[src/rtl/spiking_array_scheduler.sv]
// Timestep sequencer for a ROWS x COLS systolic array of spiking PEs.
// Each timestep fetches one spike vector, injects it into the rows with
// systolic skew, waits for the array to drain, then strobes fire.

// Per-row injection: row r receives its latched spike only on skew slot r.
module spiking_row_inject #(
  parameter int CNT_W = 3,
  parameter int ROW   = 0
) (
  input  logic             en,
  input  logic             spk,
  input  logic [CNT_W-1:0] cnt,
  output logic             inj
);
  assign inj = en & spk & (cnt == CNT_W'(ROW));
endmodule

module spiking_array_scheduler #(
  parameter int ROWS   = 4,
  parameter int COLS   = 4,
  parameter int STEP_W = 8
) (
  input  logic              clk,
  input  logic              rst,
  input  logic              start,
  input  logic              abort,
  input  logic [STEP_W-1:0] cfg_num_steps,
  input  logic              spk_valid,
  input  logic [ROWS-1:0]   spk_data,
  output logic              spk_ready,
  output logic [ROWS-1:0]   array_in_row,
  output logic              array_clear,
  output logic              array_fire,
  output logic [STEP_W-1:0] step_idx,
  output logic              busy,
  output logic              done
);
  localparam int LAST  = ROWS + COLS - 2;
  localparam int CNT_W = $clog2(ROWS + COLS);

  typedef enum logic [2:0] {
    S_IDLE, S_CLEAR, S_WAIT, S_INTEG, S_FIRE, S_DONE
  } state_t;

  state_t            state, state_nx;
  logic [CNT_W-1:0]  cnt;
  logic [STEP_W-1:0] n_steps;
  logic [ROWS-1:0]   spk_lat;
  logic              abort_hit, last_step, cnt_last, in_integ;

  // abort only counts once an inference is running; in IDLE start wins
  assign abort_hit = abort && (state != S_IDLE);
  assign last_step = (step_idx == n_steps - STEP_W'(1));
  assign cnt_last  = (cnt == CNT_W'(LAST));

  // Next-state and Moore output decode
  always_comb begin
    state_nx    = state;
    spk_ready   = 1'b0;
    array_clear = 1'b0;
    array_fire  = 1'b0;
    done        = 1'b0;
    in_integ    = 1'b0;
    busy        = (state != S_IDLE);
    case (state)
      S_IDLE:  if (start) state_nx = S_CLEAR;
      S_CLEAR: begin
        array_clear = 1'b1;
        state_nx    = (n_steps == '0) ? S_DONE : S_WAIT;
      end
      S_WAIT: begin
        spk_ready = 1'b1;
        if (spk_valid) state_nx = S_INTEG;
      end
      S_INTEG: begin
        in_integ = 1'b1;
        if (cnt_last) state_nx = S_FIRE;
      end
      S_FIRE: begin
        array_fire = 1'b1;
        state_nx   = last_step ? S_DONE : S_WAIT;
      end
      S_DONE: begin
        done     = 1'b1;
        state_nx = S_IDLE;
      end
      default: state_nx = S_IDLE;
    endcase
    // abort overrides every transition, FIRE->DONE included
    if (abort_hit) state_nx = S_IDLE;
  end

  // State register plus step/skew counters; an abort freezes the datapath
  always_ff @(posedge clk) begin
    if (rst) begin
      state    <= S_IDLE;
      cnt      <= '0;
      step_idx <= '0;
      spk_lat  <= '0;
      n_steps  <= '0;
    end else begin
      state <= state_nx;
      if (!abort_hit) begin
        case (state)
          S_IDLE:  if (start) n_steps <= cfg_num_steps;
          S_CLEAR: step_idx <= '0;
          S_WAIT: if (spk_valid) begin
            spk_lat <= spk_data;
            cnt     <= '0;
          end
          S_INTEG: cnt <= cnt + CNT_W'(1);
          S_FIRE:  if (!last_step) step_idx <= step_idx + STEP_W'(1);
          default: ;
        endcase
      end
    end
  end

  // Skewed row injection, one lane per array row
  for (genvar r = 0; r < ROWS; r++) begin : g_row
    spiking_row_inject #(.CNT_W(CNT_W), .ROW(r)) u_row (
      .en  (in_integ),
      .spk (spk_lat[r]),
      .cnt (cnt),
      .inj (array_in_row[r])
    );
  end
endmodule

[config.mk]
export PLATFORM = sky130hd
export DESIGN_NAME = spiking_array_scheduler
export DESIGN_NICKNAME = d
export VERILOG_FILES = /design/src/rtl/spiking_array_scheduler.sv
export SDC_FILE = /design/constraint.sdc
export NUM_CORES = 1
export LEC_CHECK = 0
export CAP_MARGIN = 10
export CELL_PAD_IN_SITES_DETAIL_PLACEMENT = 1
export CELL_PAD_IN_SITES_GLOBAL_PLACEMENT = 1
export CORE_ASPECT_RATIO = 1.25
export CORE_UTILIZATION = 38
export CTS_BUF_LIST = sky130_fd_sc_hd__clkbuf_8
export DETAILED_ROUTE_END_ITERATION = 16
export GPL_TIMING_DRIVEN = 1
export PLACE_DENSITY = 0.89
export SLEW_MARGIN = 20
export SYNTH_ARGS = -nofsm -noshare
export SYNTH_HDL_FRONTEND = slang
export SYNTH_SLANG_ARGS = --single-unit
export TNS_END_PERCENT = 10
[constraint.sdc]
create_clock -name clk -period 3.2 [get_ports clk]
set_input_delay 0.64 -clock clk [delete_from_list [all_inputs] [get_ports clk]]
set_output_delay 0.64 -clock clk [all_outputs]
set_load 0.02 [all_outputs]
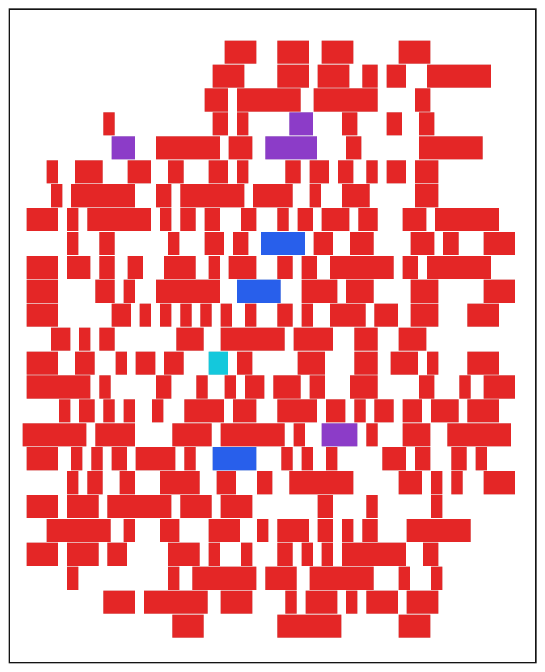
(images/sizing.png)
red -> x1 and smaller  # cells 225
purple -> x3 and x4  # cells 4
blue -> x6 and larger  # cells 3
cyan -> x2  # cells 1

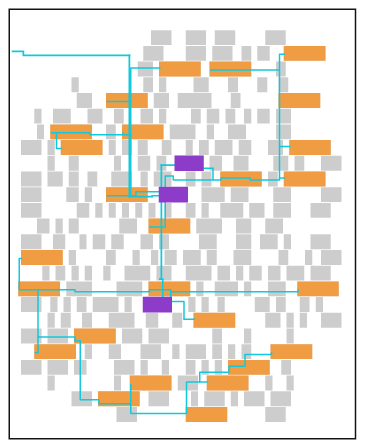
(images/clock_wires.png)
purple -> clock-net drivers  # count 3
orange -> flip-flops  # count 26
cyan -> clock wires  # length 366 um
flops lie = spread over the die

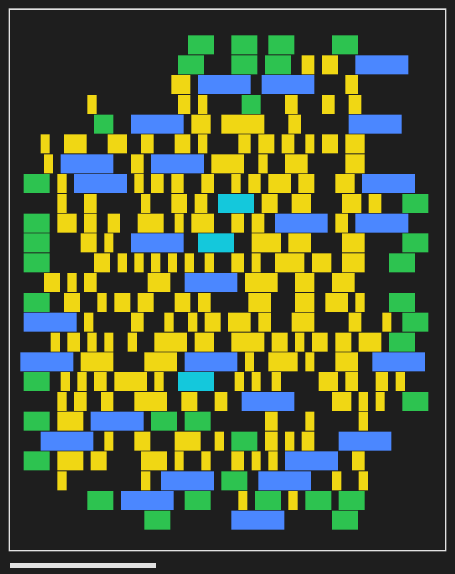
(images/class_map.png)
Bar = 20 um.
green -> remaining buffers and delay cells  # cells 35, share of their area 18%
blue -> registers  # cells 26, share of their area 27%
cyan -> clock-net drivers  # cells 3, share of their area 2.2%
yellow -> remaining logic cells  # cells 169, share of their area 53%

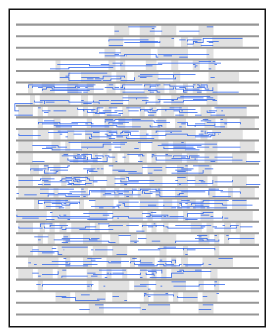
(images/m1.png)
Supply wires on this layer in grey.
longest straight run = 23.0 um
wire length on this layer = 1940 um
main direction = horizontal
share of all routed wire = 46%

==> state kept, by name (all words and copies together) (netlist names) <==
| register | count |
|---|---|
| step_idx | 8 |
| spk_lat | 4 |
| state | 3 |
| n_steps | 8 |
| cnt | 3 |
==> worst register-to-register path, cell delays in order (launching register included) <==
cell,delay (ns)
dfxtp_1,0.37
or3_4,0.40
or4_1,0.40
a2111o_1,0.41
a2111o_1,0.52
a21oi_4,0.31
o21ai_1,0.10
a21oi_1,0.21
==> stage by stage <==
step           cell area (sq um)  power, W  instances  hold slack, ns
2_1_floorplan               1580  0.000532        206           0.450
5_1_grt                     1980  0.000844        287           0.518
3_3_place_gp                1940  0.000609        284           0.465
3_5_place_dp                1940  0.000615        284           0.477
6_report                    1980  0.000799        287           0.485
4_1_cts                     1980  0.000802        287           0.490
==> layer usage <==
layer | vias up | wire length (um) | share of wire [%] | track usage, %
met5 | - | 0 | 0 | 0
met4 | 0 | 61 | 1.4 | 6.72
met1 | 741 | 1940 | 46 | 25.9
met2 | 26 | 2160 | 51 | 38.8
li1 | 776 | - | - | -
met3 | 7 | 89 | 2.1 | 2.43
==> synth_stat cells (2+ instances only) <==
library cell and instances:
nor3_1 4, or4_1 4, o31ai_1 3, nand2_1 29
or3_1 3, o211ai_1 2, nor2b_1 2, ha_1 8
dfxtp_1 26, nand3_1 10, buf_4 4, nand4_1 3
inv_1 10, o21ai_1 3, xor2_1 3, a21oi_1 24
a2111o_1 2, clkbuf_1 6, mux2i_1 5, a31oi_1 2
and3_1 4, nor2_1 21, xnor2_1 5, a21o_1 3
nand2b_1 2, and2_1 2
==> layout make-up <==
type	instances	area share, %
inverters	10	1.90
repair buffers	35	17.4
clock buffers	3	2.08
multi-input cells	159	48.9
flip-flops and latches	26	26.3
well taps	54	3.41
==> path summary, 6_finish.rpt <==
path                      startpoint                  endpoint  slack (ns)
max            state[1]$_SDFFE_PP0P_           array_in_row[1]        0.34
min reg2reg  n_steps[1]$_SDFFE_PP0P_   n_steps[1]$_SDFFE_PP0P_        0.48
min          n_steps[1]$_SDFFE_PP0P_   n_steps[1]$_SDFFE_PP0P_        0.48
max reg2reg  n_steps[2]$_SDFFE_PP0P_  step_idx[0]$_SDFFE_PP0P_        0.41
==> report_power, final <==
group	internal [W]	leakage, nW	total (W)	switching (W)
sequential	0.000340	0.211	0.000372	0.0000315
combinational	0.000106	0.527	0.000237	0.000131
clock	0.0000846	0.0216	0.000190	0.000106
total	0.000530	0.759	0.000799	0.000268
==> cells by family (layout without fill, tap and decap cells) <==
kind of cell,count (synthesis),in the layout
fa+ha+maj,8,8
mux,5,5
xor+xnor,8,8
simple gates,89,89
compound gates,49,49
flops,26,26
buf+inv,21,48
==> results.yml <==
# yosys + openroad results
timing:
  hold_viol: 0
  min_period_over_period_pct: 89.5
  tns_ns: 0
  worst_pin_slew_ns: 0.582
  timing.fmax_ghz: 0.349
  fin_crit_ns: 2.86
  drv_slew: 0
  setup_ws_ns: 0.336
  rsz0062_at_grt: "no"
  max-slew-margin-rel_pct: 61.0
  finalSetupViolations: 0
power_and_ir_drop:
  peakVddDrop_v: 0.000187
  power_density_nw_per_um2: 403
  power_leakage_nw: 0.759
detailed_routing:
  vias: 1550
  ant_nets: 0
  drtPass1Iterations: 4
  drtIter0Drc: 50
  wl_per_cell_um: 14.8
  via_per_inst: 5.40
  routed_wl_um: 4250
worst_setup_path:
  slowest_stage: "clkdlybuf4s50_1"
  crit_path_end_kind: "primary output"
  cp.arrival_ns: 2.22
  crit_buf_inv: 1
  critPathMaxStageDelay_ns: 0.61
  r2r_cells: 7
  crit_type: "flip-flop to primary output"
  crit_fanout: 10
  cp-start-kind: "flip-flop"
  crit_path_cell_trace: "nor2b_1 > nand2_1 > nor2_1 > and3_1 > clkdlybuf4s50_1"
  required_ns: 2.56
  crit_family: "simple AND/OR/NAND/NOR gates"
  path_depth: 5
die:
  core_sq_um: 3880
  chipHeight_um: 74.2
  dieArea_sq_um: 4430
  fp-row-count: 25
  ioPinCount: 34
  fp_util_pct: 40.8
clock_network:
  cts_tree: "built"
  root_buffer: "clkbuf_8"
  clock_path_buffers: 2
  clkLatencyLatePin_ns: 0.27
  ctsHoldBuffers: 0
  cts.sinks: 26
  numCtsBuffers: 3
  cts_setup_buffers: 0
  clk_pin_slew_ns: 0.09
  cts-resized-gates: 0
logic_synthesis:
  yosys.area_share.simple_pct: 27.0
  mux_share_pct: 3.16
  synth.cellmix.xorXnorShare_pct: 4.43
  ys_sh_adder_pct: 6.32
  area_leaders: "dfxtp_1 (33%), a21oi_1 (7.6%), nand2_1 (6.9%), ha_1 (6.3%), nor2_1 (5.0%)"
  ys.flop_type: "dfxtp_1"
  ys_area_sq_um: 1580
  syn_avg_cell_area_sq_um: 7.68
  synth_top_cell_by_area: "dfxtp_1"
  yosysUniqueCellTypes: 42
  synth_top_area_share_pct: 32.9
  yosysWarnings: 0
  ys.flops: 26
  synth_nets: 231
  top_logic_kind: "simple AND/OR/NAND/NOR gates"
  edf_count: 0
  syn_inst: 206
  aoi_share_pct: 20.3
  postSynthSeqShare_pct: 32.9
outcome:
  status: "complete, no violations"
layout:
  area_delta_synth_final_pct: 25.1
  antenna_cells: 0
  final_common_cell: "clkdlybuf4s50_1"
  fin_util_pct: 51.1
  drive_above_1_share_pct: 3.43
  logic_area_sq_um: 968
  fillers: 509
  flop_area_sq_um: 520
  mostFrequentLayoutCells: "clkdlybuf4s50_1 (33), nand2_1 (29), dfxtp_1 (26), a21oi_1 (24), nor2_1 (21)"
  fin_nets: 260
placed_design:
  place.gp.congestion: 0.828
  dpl.hpwl_um: 3240
  numPortBuffers: 33
  pre_cts_slack_ns: 0.464
run:
  warnings: 30
  cap_violations: 0
global_routing:
  grt_remaining_overflow: 0
  grt_pass1_wl_um: 7360
  antenna_found_initial: 0
min_path:
  worstHoldPathCells: 2
Power figures rest on the tool's default switching activity, not on a simulated workload.
